**Run 1: clock network drawn from the DEF**

(3 px per um)
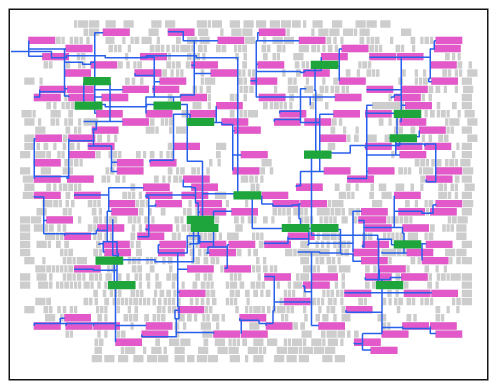
**Run 1: routed metal, one color a layer**

(1.5 px per um)
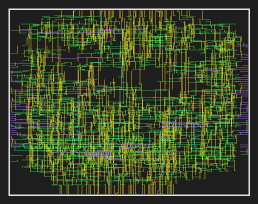
**Run 1: gate-type map**

(1.5 px per um)
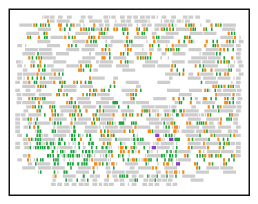
## config.mk

```make
export PLATFORM = sky130hd
export DESIGN_NAME = instr_fetch_unit_flat
export DESIGN_NICKNAME = d
export VERILOG_FILES = /design/src/rtl/instr_fetch_unit_if.sv /design/src/rtl/instr_fetch_unit.sv /design/src/flat_wrapper.sv
export SDC_FILE = /design/constraint.sdc
export NUM_CORES = 1
export LEC_CHECK = 0
export ABC_AREA = 1
export CAP_MARGIN = 15
export CORE_AREA = 3 3 156 120
export DETAILED_ROUTE_END_ITERATION = 10
export DIE_AREA = 0 0 159 123
export PLACE_DENSITY = 0.71
export SETUP_SLACK_MARGIN = 0.05
export SLEW_MARGIN = 20
export SYNTH_ARGS = -nofsm -noshare
export SYNTH_HDL_FRONTEND = slang
export SYNTH_SLANG_ARGS = --single-unit
```

## constraint.sdc

```tcl
create_clock -name clk_i -period 14.8 [get_ports clk_i]
set_clock_uncertainty 0.15 [all_clocks]
set_input_delay 2.22 -clock clk_i [delete_from_list [all_inputs] [get_ports clk_i]]
set_output_delay 2.22 -clock clk_i [all_outputs]
set_load 0.02 [all_outputs]
```

## src/rtl/instr_fetch_unit_if.sv

```systemverilog
// Fetch-unit bus: instruction-memory read port, branch redirect and the decode valid/ready handshake.
// Signal suffixes are named from the fetch unit's point of view.
interface instr_fetch_unit_if;
  logic [31:0] imem_addr_o;
  logic [31:0] imem_instr_i;
  logic        redirect_i;
  logic [31:0] redirect_pc_i;
  logic        if_valid_o;
  logic        if_ready_i;
  logic [31:0] if_instr_o;
  logic [31:0] if_pc_o;

  modport master (
    output imem_addr_o,
    input  imem_instr_i,
    input  redirect_i,
    input  redirect_pc_i,
    output if_valid_o,
    input  if_ready_i,
    output if_instr_o,
    output if_pc_o
  );

  modport slave (
    input  imem_addr_o,
    output imem_instr_i,
    output redirect_i,
    output redirect_pc_i,
    input  if_valid_o,
    output if_ready_i,
    input  if_instr_o,
    input  if_pc_o
  );
endinterface

```

## src/rtl/instr_fetch_unit.sv

```systemverilog
// Fetches one word per cycle into a small {pc, instr} FIFO; head is visible one cycle after fetch.
// Stalls fetch when full and not popping; a redirect flushes the FIFO and restarts at the target.
module instr_fetch_unit #(
  parameter logic [31:0] RESET_PC   = 32'h0000_0000,
  parameter int          FIFO_DEPTH = 2
) (
  input  logic               clk_i,
  input  logic               rst_i,
  instr_fetch_unit_if.master ifu
);
  localparam int              PW         = (FIFO_DEPTH > 1) ? $clog2(FIFO_DEPTH) : 1;
  localparam int              CW         = $clog2(FIFO_DEPTH + 1);
  localparam logic [31:0]     RESET_PC_W = RESET_PC & ~32'h3;
  localparam logic [CW-1:0]   DEPTH_C    = CW'(FIFO_DEPTH);

  logic [31:0]   pc_q, pc_d;
  logic [CW-1:0] count_q, count_d;
  logic [PW-1:0] rd_ptr_q, rd_ptr_d;
  logic [PW-1:0] wr_ptr_q, wr_ptr_d;
  logic [31:0]   pc_mem_q    [FIFO_DEPTH];
  logic [31:0]   instr_mem_q [FIFO_DEPTH];
  logic          head_vld;
  logic          push;
  logic          pop;

  assign head_vld = (count_q != '0);
  assign pop      = head_vld & ifu.if_ready_i;
  // A full FIFO may still fetch when the head leaves in the same cycle.
  assign push     = ~ifu.redirect_i & ((count_q < DEPTH_C) | pop);

  always_comb begin
    pc_d     = pc_q;
    count_d  = count_q;
    rd_ptr_d = rd_ptr_q;
    wr_ptr_d = wr_ptr_q;
    if (ifu.redirect_i) begin
      pc_d     = ifu.redirect_pc_i & ~32'h3;
      count_d  = '0;
      rd_ptr_d = '0;
      wr_ptr_d = '0;
    end else begin
      if (push) begin
        pc_d     = pc_q + 32'd4;
        wr_ptr_d = wr_ptr_q + PW'(1);
      end
      if (pop) begin
        rd_ptr_d = rd_ptr_q + PW'(1);
      end
      if (push && !pop) begin
        count_d = count_q + CW'(1);
      end else if (pop && !push) begin
        count_d = count_q - CW'(1);
      end
    end
  end

  always_ff @(posedge clk_i or posedge rst_i) begin
    if (rst_i) begin
      pc_q     <= RESET_PC_W;
      count_q  <= '0;
      rd_ptr_q <= '0;
      wr_ptr_q <= '0;
      for (int i = 0; i < FIFO_DEPTH; i++) begin
        pc_mem_q[i]    <= '0;
        instr_mem_q[i] <= '0;
      end
    end else begin
      pc_q     <= pc_d;
      count_q  <= count_d;
      rd_ptr_q <= rd_ptr_d;
      wr_ptr_q <= wr_ptr_d;
      if (push) begin
        pc_mem_q[wr_ptr_q]    <= pc_q;
        instr_mem_q[wr_ptr_q] <= ifu.imem_instr_i;
      end
    end
  end

  assign ifu.imem_addr_o = pc_q;
  assign ifu.if_valid_o  = head_vld;
  assign ifu.if_instr_o  = head_vld ? instr_mem_q[rd_ptr_q] : 32'h0;
  assign ifu.if_pc_o     = head_vld ? pc_mem_q[rd_ptr_q] : 32'h0;
endmodule

```

## src/flat_wrapper.sv

```systemverilog
// flat-port wrapper written by rule: the top's interface ports become plain ports
module instr_fetch_unit_flat 
#(
  parameter logic [31:0] RESET_PC   = 32'h0000_0000,
  parameter int          FIFO_DEPTH = 2
)
  (clk_i, rst_i, ifu_imem_addr_o, ifu_imem_instr_i, ifu_redirect_i, ifu_redirect_pc_i, ifu_if_valid_o, ifu_if_ready_i, ifu_if_instr_o, ifu_if_pc_o);
  instr_fetch_unit_if ifu_i ();
  input  logic clk_i;
  input  logic rst_i;
  output wire logic [$bits(ifu_i.imem_addr_o)-1:0] ifu_imem_addr_o;
  input wire logic [$bits(ifu_i.imem_instr_i)-1:0] ifu_imem_instr_i;
  input wire logic [$bits(ifu_i.redirect_i)-1:0] ifu_redirect_i;
  input wire logic [$bits(ifu_i.redirect_pc_i)-1:0] ifu_redirect_pc_i;
  output wire logic [$bits(ifu_i.if_valid_o)-1:0] ifu_if_valid_o;
  input wire logic [$bits(ifu_i.if_ready_i)-1:0] ifu_if_ready_i;
  output wire logic [$bits(ifu_i.if_instr_o)-1:0] ifu_if_instr_o;
  output wire logic [$bits(ifu_i.if_pc_o)-1:0] ifu_if_pc_o;
  assign ifu_imem_addr_o = ifu_i.imem_addr_o;
  assign ifu_i.imem_instr_i = ifu_imem_instr_i;
  assign ifu_i.redirect_i = ifu_redirect_i;
  assign ifu_i.redirect_pc_i = ifu_redirect_pc_i;
  assign ifu_if_valid_o = ifu_i.if_valid_o;
  assign ifu_i.if_ready_i = ifu_if_ready_i;
  assign ifu_if_instr_o = ifu_i.if_instr_o;
  assign ifu_if_pc_o = ifu_i.if_pc_o;
  instr_fetch_unit #(.RESET_PC(RESET_PC), .FIFO_DEPTH(FIFO_DEPTH)) u_core (.clk_i(clk_i), .rst_i(rst_i), .ifu(ifu_i));
endmodule
```

==> run summary, run 1 <==
Results of the run.

The run finished with clean final reports. The worst-path cell with the longest stage delay is sky130_fd_sc_hd__clkdlybuf4s50_1. Per the post-route antenna check, the number of violating nets is 0. Entering global routing, the biggest net connects 101 pins. The deepest clock path buffer count is 2.

The least setup slack across all paths after layout is 9.67 ns. The script computed the net switching share of total power as 0.321. The worst hold path passes through 2 cells. Once layout is done, the placed cells without fillers occupy 0.00998 sq mm. The most critical hold endpoint after final layout shows a slack of 0.330 ns.

The total of plain and repair buffers excluding clock buffers is 167. The filler cells instantiated in the layout total ~1700. The final-layout setup total negative slack is 0 ns. The residual overflow from global routing is 0. The synthesis-stage register bit count is 158. In the global route stage, met3 resource usage came out at 0.0435. The die covers 0.0196 sq mm.

The maximum clock rate is a little under 200 MHz. The report shows a maximum critical-path fanout of 44. The number of clock buffers added by TritonCTS is 17. The biggest slice of the area belongs to sequential cells.

The count of library flops with an enable pin is 0. The origin of the worst setup path is u_core.rd_ptr_q. The number of distinct library cells after synthesis is 30.

Max-cap violations in this run came to 0. The floorplan step set the die width to 159 um. The leakage component of the power is 4.59 nW. The met3 wire length is 1190 um.

The number of warnings the tools reported is 30. The initial DRC count is 661. The script parses the final routing iteration and logs DRC violations as 0.

The share of synthesized area spent on multiplexers is 0. Post-CTS timing repair inserted 0 buffers for setup. The power in combinational cells is around 0.36 mW. For reference, the top cells by count after synthesis are sky130_fd_sc_hd__nand2_1, sky130_fd_sc_hd__dfrtp_1, sky130_fd_sc_hd__inv_1, sky130_fd_sc_hd__o21ai_1, sky130_fd_sc_hd__a21oi_1. The TritonCTS clock tree is yes. The pin closest to its max-slew limit shows a slew of 0.909 ns. The timing report gives the worst reg2reg path a setup slack of 11.94 ns. Per the synth stats, the proportion of register bits with asynchronous set or reset is 1.00. The total number of cells along the worst setup path is 5.

The post-placement worst setup slack is 9.61 ns. According to the cell report, the number of logic gates is 704. The chip area in the Yosys report is between 0.007 and 0.008 sq mm. The proportion of synthesized chip area in sequential cells is 0.509. The worst setup path endpoint is ifu_if_pc_o[13]. The number of failing hold endpoints at the final stage is 0.

On met1, the global router reports a usage of 0.310. The register ranked first by flip-flop count is u_core.instr_mem_q. The endpoint arrival time on the critical path is 2.76 ns.

The fraction of the mapped netlist area in adder cells is 0.00161. In this run the critical register-to-register path is launched from u_core.count_q[1]. The flow reports power dissipated in sequential cells as 0.591 mW. Looking at the clock tree report, the H-tree level count equals 4. The start-to-end type of the worst setup path is reg -> out. The half-perimeter wire length of the detailed placement result is 13700 um. The combinational family with the most area after synthesis is simple AND/OR/NAND/NOR gates. The cell-mix breakdown from Yosys lists the compound-gate area share as 0.154. The fraction of standard cell area that is sequential is 0.396. The total inserted antenna cells is 0. Before any placement, the netlist area is recorded as about 0.0078 sq mm. The number of sinks on the clock net is 158. The number of antenna violations at the first check in global routing is 0.

The footprint of the multi-input gates is 0.00312 sq mm. 165 I/O pins were placed. The number of rows created at floorplan is 42. The total power of the final layout is approximately 1.4 mW. Looking at the group totals, the largest power group turns out to be registers. After detailed routing, the met2 layer carries 9390 um of wire.

The floorplan step defined a core boundary enclosing 0.0174 sq mm. Of the available clock period, the critical path in the final layout requires 0.347. The sequential group share of total power is 0.428. The number of flip-flops and latches is 158. Setup repair after global routing left no endpoint under its margin. The nature of the critical path endpoint is a primary output. In this run, placement finished with an instance count of between 1000 and 1500. The global-route wire length before repair is 33900 um. The endpoint of the worst hold-timing path is u_core.instr_mem_q[61]. The synthesized netlist cell count is 1013. The via density per instance is 5.00. The total cell area at the placement stage is approximately 0.0094 sq mm. For this run, the share of the core covered by cells in the final layout is 0.572. The total of cells resized after clock tree synthesis is 0.

The layout report lists the clock-cell share of area as 0.0585. The net switching power is 0.443 mW. The worst path needs approximately 5 ns of the cycle, external delays included. The signal on the critical path passes through inv_2 -> buf_4 -> nand2_1 -> a21oi_1 -> clkdlybuf4s50_1.

The number of global-route vias before repair is ~6600. Counting both buffers and inverters, the worst setup path holds a total of 3. For this design the ratio of total power to cell area is 138 mW/mm^2. The top cell type's share of synthesized area is 0.509. The part of the power in combinational logic is 0.259.

The most used flip-flop cell after synthesis is sky130_fd_sc_hd__dfrtp_1. The die is 123 um tall. IR analysis of the VDD net gives a maximum drop of 0.0000809 V. The class of the worst hold path is reg -> reg. The final weighted congestion of routability-driven global placement is roughly 0.9. By instance count after routing, the leading logic cell types are sky130_fd_sc_hd__nand2_1, sky130_fd_sc_hd__clkdlybuf4s50_1, sky130_fd_sc_hd__dfrtp_1.

The post-cts hold buffer count is 0. The startpoint of the worst hold path is u_core.instr_mem_q[61]. The critical path launch point type is a flop. The cell count listed in synth_stat.txt is 1013. Non-clock inverters in the final layout number 97.

The xor-xnor portion of the synthesized cell area is 0.00451. The number of flip-flops under the largest register name is 64.
About 'clock network drawn from the DEF':
clock drivers -> green  # count 17
flip-flops -> magenta  # count 158
clock wires -> blue  # length 2030 um
flops lie = widely spread
routed clock nets = 18
clock power share: 0.314
total clock network power: 0.433 mW
clock latency on the worst-skew pair: 0.42 ns

About 'routed metal, one color a layer':
metal 1 -> green  # wire length 10100 um
metal 3 -> purple  # wire length 1190 um
metal 2 -> yellow  # wire length 9390 um
metal 4 -> cyan  # wire length 243 um
wirelength, routed: 21000 um
WL/cell: 15.0 um
vias after detailed routing: 7001
global-route total usage across every layer: 0.215

About 'gate-type map':
XOR/XNOR gates -> purple  # cells 4
NAND gates -> green  # cells 423, where widely spread
inverting AOI/OAI gates -> orange  # cells 229, where widely spread
most numerous logic cell after layout: sky130_fd_sc_hd__nand2_1
final cell count without fillers: 1399
logic share of the area: 0.312

## Run 2: what changed since run 1
Settings changed: PLACE_DENSITY 0.71 to 0.74.
Clock period 14.8 ns to 4.3 ns, I/O delays scaled along.
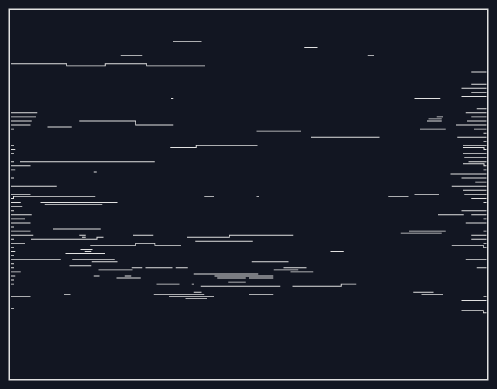
**Above:** run 2 (the metal 3 layer).
(3 px per um)
share of all routed wire = 5.9%
main direction = horizontal
wire length on this layer = 1220 um
wirelength, routed: 20800 um
GR Util met3: 0.0506

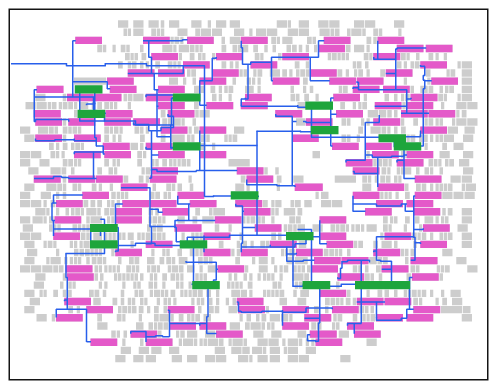
**Above:** run 2 (clock network drawn from the DEF).
(3 px per um)
clock wires -> blue  # length 1930 um
flip-flops -> magenta  # count 158
clock drivers -> green  # count 17
flops lie = widely spread
total clock network power: 1.46 mW
clock power share: 0.308

==> run 2 against run 1 <==
Compared with the run above: clock-buffer cell count is 3 lower; synthesized cell count did not move; wire length decreased by 0.88%; synthesized area unchanged; critical path type unchanged; combinational power grew to 3.5 times the previous value; largest cell class unchanged; sequential cell count did not move; critical path depth unchanged; via count increased by 0.13%; first-iteration DRC count increased by 11%; global-route usage increased by 0.14 points; setup slack got worse by 8.7 ns; clock power rose to 3.4 times the previous value.
==> run summary, run 2 <==
Results of the run.

The number of warnings the tools reported is 30 (unchanged). The switching portion of total power is 0.332 (+0.0113). The final-layout setup total negative slack is 0 ns (unchanged). The class of the worst hold path is reg -> reg. Setup repair after global routing left no endpoint under its margin. The part of the power in combinational logic came to 0.263 (+0.004). The number of global-route vias before repair is 6591 (+0.30%). The origin of the worst setup path is u_core.rd_ptr_q.

The leakage component of the power came to 4.58 nW (-0.32%). The standard cell core area is 0.0174 sq mm (unchanged). The post-placement worst setup slack is 0.966 ns (-8.65 ns). The count of maximum capacitance violations is 0 (unchanged). The aoi/oai-family share of the synthesized area is 0.154 (unchanged). The number of multi-input combinational cells is 704 (unchanged). The number of rows created at floorplan was 42 (unchanged). The global-route wire length before repair is 33900 um (about the same). The die width is 159 um (unchanged).

The met3 wire length is 1220 um (+2.6%). The share of synthesized area spent on multiplexers is 0 (unchanged). The fraction of the mapped netlist area in adder cells is 0.00161 (unchanged). The final standard cell utilization of the core came to 0.574 (+0.00187). STA classifies the critical path startpoint as a flop. The number of flip-flops and latches is 158 (unchanged). The total power of the final layout is 4.73 mW (+240%).

The via density per instance is 5.00 (about the same). The synthesis-stage register bit count came to 158 (unchanged). The total inserted antenna cells came to 0 (unchanged). The worst-path cell with the longest stage delay is sky130_fd_sc_hd__clkdlybuf4s50_1. The endpoint arrival time on the critical path is 2.54 ns (-0.22 ns). Of the available clock period, the critical path in the final layout requires 0.775. The largest register by flop count is u_core.instr_mem_q. The wire length per cell is 14.8 um (-1.0%).

The areal power density over the cells is 473 mW/mm^2 (+240%). The I/O pin count is 165 (unchanged). The top power group is registers. The transition at the pin with the smallest max-transition slack is 0.881 ns (-0.0279 ns).

The H-tree level count is 4 (unchanged). The total of cells resized after clock tree synthesis is 0 (unchanged). The number of sinks on the clock net was 158 (unchanged). Among all flip-flop cells after synthesis, the most frequent one is sky130_fd_sc_hd__dfrtp_1.

The clock-cell share of area is 0.0572 (-0.00131). The number of failing hold endpoints at the final stage was 0 (unchanged). The CTS buffer count is 17 (unchanged). In this run the most critical hold path is launched from u_core.instr_mem_q[61]. The endpoint of the worst hold-timing path is u_core.instr_mem_q[61]. The total cell area at the placement stage is 0.00944 sq mm (+0.47%). The highest fanout seen on the critical path is 28 (-36%).

The residual overflow from global routing was 0 (unchanged). The number of instances on the worst hold path is 2 (unchanged). The largest net degree at the start of global routing was 159 (+57%). The length of routed met2 wiring came to 9240 um (-1.7%). The initial DRC count came to 732 (+11%). The maximum ir drop on the vdd rail is 0.000270 V (+230%). The final design area excluding fillers was 0.0100 sq mm (+0.33%). The cell sequence reported for the critical path is inv_2 -> buf_4 -> nand2_1 -> a21oi_1 -> clkdlybuf4s50_1.

The count of library flops with an enable pin came to 0 (unchanged). The final antenna-violating net count is 0 (unchanged). Per the layout report, the design carries 18 clock buffers. The post-cts hold buffer count was 0 (unchanged).

The combinational family with the most area after synthesis is simple AND/OR/NAND/NOR gates. The total of plain and repair buffers excluding clock buffers is 168 (+0.60%). The total DRC errors in the routed layout is 0 (unchanged). The total number of cells along the worst setup path is 5 (unchanged). The total via count after detailed routing is 7010 (+0.13%).

The top cell type's share of synthesized area was 0.509 (unchanged). In the synthesized netlist, the cells that appear most often are sky130_fd_sc_hd__nand2_1, sky130_fd_sc_hd__dfrtp_1, sky130_fd_sc_hd__inv_1, sky130_fd_sc_hd__o21ai_1, sky130_fd_sc_hd__a21oi_1. The minimum hold slack is 0.333 ns (+0.00284 ns).

The count of filler cells inserted in the layout is 1581 (-5.7%). Static timing analysis puts the maximum clock frequency at 300 MHz. The flow ran to the end, and the final reports show no timing, DRC or antenna violations. The proportion of synthesized chip area in sequential cells was 0.509 (unchanged). The power in combinational cells was 1.24 mW (+250%).

The clock period minus worst slack is 3.33 ns. The power in sequential cells came to 2.03 mW (+240%). Per the area breakdown, the dominant cell category is sequential cells.

The inverter tally of the final layout excluding the clock network is 97 (unchanged). The start-to-end type of the worst setup path is reg -> out. The number of antenna violations at the first check in global routing is 0 (unchanged). The net switching power came to 1.57 mW (+250%).

The fraction of synthesis flops using an asynchronous set or reset pin is 1.00 (unchanged). The footprint of the multi-input gates is 0.00312 sq mm (unchanged). The post-CTS setup repair buffer count is 0 (unchanged). The final weighted congestion of routability-driven global placement is 0.921 (+0.62%). The clock latency on the worst-skew pair is 0.42 ns (about the same). The setup slack of the worst register-to-register path is 1.55 ns (-10.39 ns). The most common logic cells in the final layout are sky130_fd_sc_hd__nand2_1, sky130_fd_sc_hd__clkdlybuf4s50_1, sky130_fd_sc_hd__dfrtp_1.

The deepest clock path buffer count is 2 (unchanged). The sequential group share of total power is 0.429 (about the same). The half-perimeter wire length of the detailed placement result came to 13600 um (-0.93%). The fraction of standard cell area that is sequential is 0.395 (-0.00129). The global-route usage over all layers is 0.216 (+0.00144). The full die area is 0.0196 sq mm (unchanged). The die outline height was 123 um (unchanged). The cell count listed in synth_stat.txt came to 1013 (unchanged). The worst reg2reg path startpoint is u_core.count_q[1].
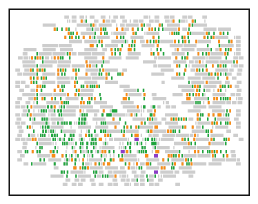
**Above:** run 2 (gate-type map).
(1.5 px per um)
NAND gates -> green  # cells 423, where widely spread
XOR/XNOR gates -> purple  # cells 4, where south
inverting AOI/OAI gates -> orange  # cells 229, where widely spread
logic share of the area: 0.311
final cell count without fillers: 1401

Power figures rest on the tool's default switching activity, not on a simulated workload.
